## src/rtl/hu_moment_scheduler_if.sv

```systemverilog
// Shared-divider bus between the Hu moment scheduler and an external divider.
// master issues operands and a start pulse; slave returns quotient and done.
interface hu_moment_scheduler_if;
  logic        div_start;
  logic [63:0] div_num;
  logic [63:0] div_den;
  logic [63:0] div_quot;
  logic        div_done;

  modport master (
    output div_start,
    output div_num,
    output div_den,
    input  div_quot,
    input  div_done
  );

  modport slave (
    input  div_start,
    input  div_num,
    input  div_den,
    output div_quot,
    output div_done
  );
endinterface

```

## src/rtl/hu_moment_scheduler.sv

```systemverilog
// Sequences centroid and normalized-moment divides onto one shared divider,
// then forms Hu invariants 1 and 2 from the normalized moments.
module hu_moment_scheduler #(
  parameter int SCALE   = 100,
  parameter int TIMEOUT = 1023
) (
  input  logic        clk,
  input  logic        rst_n,
  input  logic        start,
  input  logic [23:0] m00,
  input  logic [23:0] m10,
  input  logic [23:0] m01,
  input  logic [23:0] u00,
  input  logic [39:0] u20,
  input  logic [39:0] u02,
  input  logic [39:0] u11,
  hu_moment_scheduler_if.master div,
  output logic [9:0]  x0,
  output logic [9:0]  y0,
  output logic [31:0] n20,
  output logic [31:0] n02,
  output logic [31:0] n11,
  output logic [31:0] hu1,
  output logic [31:0] hu2,
  output logic        hu_valid,
  output logic        busy,
  output logic        err
);

  localparam int CW = $clog2(TIMEOUT + 1);

  typedef enum logic [2:0] {
    S_IDLE,
    S_LATCH,
    S_ISSUE,
    S_WAIT,
    S_HU,
    S_DONE
  } state_t;

  state_t state, state_nx;

  logic [23:0] r_m00, r_m10, r_m01, r_u00;
  logic [39:0] r_u20, r_u02, r_u11;
  logic [63:0] den2;
  logic [2:0]  job;
  logic [CW-1:0] cnt;

  logic [63:0] num, den;
  logic        den_zero;
  logic        got, tmo, wr;
  logic [63:0] res;
  logic        last;

  always_comb begin
    num = '0;
    den = '0;
    unique case (job)
      3'd0: begin
        num = {40'd0, r_m10};
        den = {40'd0, r_m00};
      end
      3'd1: begin
        num = {40'd0, r_m01};
        den = {40'd0, r_m00};
      end
      3'd2: begin
        num = 64'(r_u20) * 64'(SCALE);
        den = den2;
      end
      3'd3: begin
        num = 64'(r_u02) * 64'(SCALE);
        den = den2;
      end
      3'd4: begin
        num = 64'(r_u11) * 64'(SCALE);
        den = den2;
      end
      default: ;
    endcase
  end

  assign den_zero = (den == 64'd0);
  assign last     = (job == 3'd4);

  assign got = (state == S_WAIT) && div.div_done;
  assign tmo = (state == S_WAIT) && !div.div_done
             && (cnt == CW'(TIMEOUT - 1));
  assign wr  = got || tmo
             || ((state == S_ISSUE) && den_zero);
  assign res = got ? div.div_quot : 64'd0;

  // operands are only presented while a job owns the divider
  always_comb begin
    div.div_start = (state == S_ISSUE) && !den_zero;
    div.div_num   = '0;
    div.div_den   = '0;
    if (state == S_ISSUE || state == S_WAIT) begin
      div.div_num = num;
      div.div_den = den;
    end
  end

  assign busy     = (state != S_IDLE);
  assign hu_valid = (state == S_DONE);

  always_ff @(posedge clk or negedge rst_n) begin
    if (!rst_n) state <= S_IDLE;
    else        state <= state_nx;
  end

  always_comb begin
    state_nx = state;
    unique case (state)
      S_IDLE:  if (start) state_nx = S_LATCH;
      S_LATCH: state_nx = S_ISSUE;
      S_ISSUE: begin
        if (!den_zero) state_nx = S_WAIT;
        else if (last) state_nx = S_HU;
        else           state_nx = S_ISSUE;
      end
      S_WAIT: begin
        if (wr) state_nx = last ? S_HU : S_ISSUE;
      end
      S_HU:    state_nx = S_DONE;
      S_DONE:  state_nx = S_IDLE;
      default: state_nx = S_IDLE;
    endcase
  end

  logic [31:0] dn, dsq, n11sq;
  assign dn    = (n20 >= n02) ? n20 - n02 : n02 - n20;
  assign dsq   = dn * dn;
  assign n11sq = n11 * n11;

  always_ff @(posedge clk or negedge rst_n) begin
    if (!rst_n) begin
      r_m00 <= '0;
      r_m10 <= '0;
      r_m01 <= '0;
      r_u00 <= '0;
      r_u20 <= '0;
      r_u02 <= '0;
      r_u11 <= '0;
      den2  <= '0;
      job   <= '0;
      cnt   <= '0;
      x0    <= '0;
      y0    <= '0;
      n20   <= '0;
      n02   <= '0;
      n11   <= '0;
      hu1   <= '0;
      hu2   <= '0;
      err   <= 1'b0;
    end else begin
      if (state == S_IDLE && start) begin
        r_m00 <= m00;
        r_m10 <= m10;
        r_m01 <= m01;
        r_u00 <= u00;
        r_u20 <= u20;
        r_u02 <= u02;
        r_u11 <= u11;
        err   <= 1'b0;
      end
      if (state == S_LATCH) begin
        den2 <= {16'd0, r_u00 * r_u00};
        job  <= '0;
      end
      if (state == S_ISSUE && !den_zero)
        cnt <= '0;
      else if (state == S_WAIT && !wr)
        cnt <= cnt + CW'(1);
      if (wr) begin
        unique case (job)
          3'd0: x0 <= (res > 64'd1023) ? 10'd1023 : res[9:0];
          3'd1: y0 <= (res > 64'd1023) ? 10'd1023 : res[9:0];
          3'd2: n20 <= res[31:0];
          3'd3: n02 <= res[31:0];
          3'd4: n11 <= res[31:0];
          default: ;
        endcase
        if (!got) err <= 1'b1;
        if (!last) job <= job + 3'd1;
      end
      if (state == S_HU) begin
        hu1 <= n20 + n02;
        hu2 <= dsq + (n11sq << 2);
      end
    end
  end

endmodule

```

## src/flat_wrapper.sv

```systemverilog
// flat-port wrapper written by rule: the top's interface ports become plain ports
module hu_moment_scheduler_flat 
#(
  parameter int SCALE   = 100,
  parameter int TIMEOUT = 1023
)
  (clk, rst_n, start, m00, m10, m01, u00, u20, u02, u11, x0, y0, n20, n02, n11, hu1, hu2, hu_valid, busy, err, div_div_start, div_div_num, div_div_den, div_div_quot, div_div_done);
  hu_moment_scheduler_if div_i ();
  input  logic clk;
  input  logic rst_n;
  input  logic start;
  input  logic [23:0] m00;
  input  logic [23:0] m10;
  input  logic [23:0] m01;
  input  logic [23:0] u00;
  input  logic [39:0] u20;
  input  logic [39:0] u02;
  input  logic [39:0] u11;
  output logic [9:0] x0;
  output logic [9:0] y0;
  output logic [31:0] n20;
  output logic [31:0] n02;
  output logic [31:0] n11;
  output logic [31:0] hu1;
  output logic [31:0] hu2;
  output logic hu_valid;
  output logic busy;
  output logic err;
  output wire logic [$bits(div_i.div_start)-1:0] div_div_start;
  output wire logic [$bits(div_i.div_num)-1:0] div_div_num;
  output wire logic [$bits(div_i.div_den)-1:0] div_div_den;
  input wire logic [$bits(div_i.div_quot)-1:0] div_div_quot;
  input wire logic [$bits(div_i.div_done)-1:0] div_div_done;
  assign div_div_start = div_i.div_start;
  assign div_div_num = div_i.div_num;
  assign div_div_den = div_i.div_den;
  assign div_i.div_quot = div_div_quot;
  assign div_i.div_done = div_div_done;
  hu_moment_scheduler #(.SCALE(SCALE), .TIMEOUT(TIMEOUT)) u_core (.clk(clk), .rst_n(rst_n), .start(start), .m00(m00), .m10(m10), .m01(m01), .u00(u00), .u20(u20), .u02(u02), .u11(u11), .div(div_i), .x0(x0), .y0(y0), .n20(n20), .n02(n02), .n11(n11), .hu1(hu1), .hu2(hu2), .hu_valid(hu_valid), .busy(busy), .err(err));
endmodule
```

## config.mk

```make
export PLATFORM = sky130hd
export DESIGN_NAME = hu_moment_scheduler_flat
export DESIGN_NICKNAME = d
export VERILOG_FILES = /design/src/rtl/hu_moment_scheduler_if.sv /design/src/rtl/hu_moment_scheduler.sv /design/src/flat_wrapper.sv
export SDC_FILE = /design/constraint.sdc
export NUM_CORES = 2
export LEC_CHECK = 0
export CORE_MARGIN = 2
export CORE_UTILIZATION = 60
export CTS_CLUSTER_DIAMETER = 150
export DETAILED_ROUTE_END_ITERATION = 10
export PLACE_DENSITY_LB_ADDON = 0.12
export SYNTH_ARGS = -nofsm -noshare
export SYNTH_HDL_FRONTEND = slang
export SYNTH_SLANG_ARGS = --single-unit
```

## constraint.sdc

```tcl
create_clock -name clk -period 35.2 [get_ports clk]
set_input_delay 3.52 -clock clk [delete_from_list [all_inputs] [get_ports clk]]
set_output_delay 3.52 -clock clk [all_outputs]
set_load 0.02 [all_outputs]
```

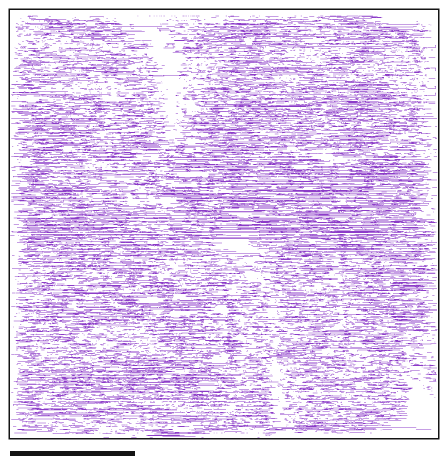
*Metal 1*
The bar under the picture is 100 um long.
- nets with wire on the layer: 9,263
- share of all routed wire: 39%
total via count after detailed routing: 52,900
met1 usage: 0.457

==> out/qor.json <==
{
  "yosys": {
    "synth.logic.top_family": "adder cells",
    "syn-cell-area_um2": 68400,
    "edf_count": 0,
    "synthFlopType": "sky130_fd_sc_hd__dfrtp_1",
    "yosys.area.top_type": "sky130_fd_sc_hd__fa_1",
    "yosys.area.top_type_share": 0.295,
    "synth-adder-area-share": 0.442
  },
  "place": {
    "place_congestion": 0.973
  },
  "clocking": {
    "clk-insertion-delay-late_ns": 0.72,
    "clockBufferDepth": 3,
    "cts-buffers-inserted": 54,
    "cts.repair.resized": 0
  },
  "cells_and_area": {
    "dominant-cell-class": "multi-input combinational cells",
    "clk_share": 0.0250,
    "nonClkBufAreaFrac": 0.0765,
    "fraction_of_standard_cell_area_that_is_sequential": 0.141,
    "final_cell_count_no_fill": 9458,
    "flops": 433,
    "layout.clock_buffers": 69,
    "logic_area_um2": 49600,
    "number_of_buffers_other_than_clock_buffers_in_the_final_layout": 603
  },
  "critical_path": {
    "worst_r2r_path_depth": 47,
    "critical_path.endpoint_type": "flop",
    "critPathLaunch": "u_core.n11[3]",
    "critical_path_peak_fanout": 16,
    "critical_path.reg2reg.endpoint": "u_core.hu2[31]",
    "timing.setup.critical_path_class": "flop to flop"
  },
  "min_path": {
    "worstHoldStart": "u_core.hu2[18]"
  },
  "routing": {
    "detailedRoute.firstIterationViolations": 3982,
    "drt_pass1_iterations": 8
  },
  "final_timing": {
    "worst_slew_pin_slew_ns": 1.22,
    "timing.hold.ws_ns": 0.473
  },
  "global_route": {
    "groute.usage.overall": 0.356,
    "number_of_antenna_violations_at_the_first_check_in_global_routing": 9,
    "grt-ovfl-total": 0,
    "grt_max_degree": 156
  },
  "run_status": {
    "run_status": "complete, no violations"
  },
  "floorplanning": {
    "design.core.area_um2": 113000,
    "die_area_um2": 117000,
    "well_tap_count": 1500
  }
}
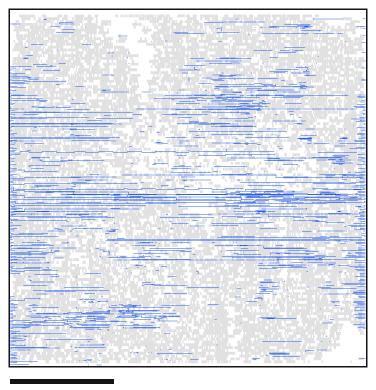
*Signal wires on met3*
The bar under the picture is 100 um long.
- main direction: horizontal
- share of all routed wire: 9.1%
- nets with wire on the layer: 875
global routing met3 resource utilization: 0.0811
Total Wirelength: 202,000 um

state kept, by name, summed over array words and instances, names as in the netlist:
register	cells
u_core.cnt	10
u_core.den2	23
u_core.err	1
u_core.hu1	31
u_core.hu2	31
u_core.job	3
u_core.n02	32
u_core.n11	32
u_core.n20	32
u_core.r_m00	24
u_core.r_m01	24
u_core.r_m10	24
u_core.r_u00	23
u_core.r_u02	40
u_core.r_u11	40
u_core.r_u20	40
u_core.state	3
u_core.x0	10
u_core.y0	10
Yosys cell counts, types with 118 or more instances:
| master | number |
|---|---|
| sky130_fd_sc_hd__xnor2_1 | 214 |
| sky130_fd_sc_hd__nor2_1 | 358 |
| sky130_fd_sc_hd__mux2_2 | 118 |
| sky130_fd_sc_hd__o21ai_0 | 307 |
| sky130_fd_sc_hd__clkbuf_1 | 169 |
| sky130_fd_sc_hd__dfrtp_1 | 433 |
| sky130_fd_sc_hd__nand2_1 | 564 |
| sky130_fd_sc_hd__a21oi_1 | 279 |
| sky130_fd_sc_hd__ha_1 | 802 |
| sky130_fd_sc_hd__fa_1 | 1007 |
| sky130_fd_sc_hd__inv_1 | 1796 |
| sky130_fd_sc_hd__and2_1 | 235 |
layer usage:
layer | up-vias | GRT usage | routed length [um]
met5 | - | 0 | 33
met4 | 6 | 0.175 | 11400
met3 | 410 | 0.0811 | 18500
met2 | 1976 | 0.571 | 93100
met1 | 26400 | 0.457 | 79500
li1 | 24200 | - | -
worst max-delay path: cells and delay by family (launching register included):
family | cells | cell delay (ns)
buffers and inverters | 12 | 0.94
XOR/XNOR | 1 | 0.86
flip-flops | 1 | 0.84
AND-OR/OR-AND | 8 | 1.90
AND/OR/NAND/NOR | 8 | 1.40
adder cells (fa/ha/maj) | 18 | 8.61
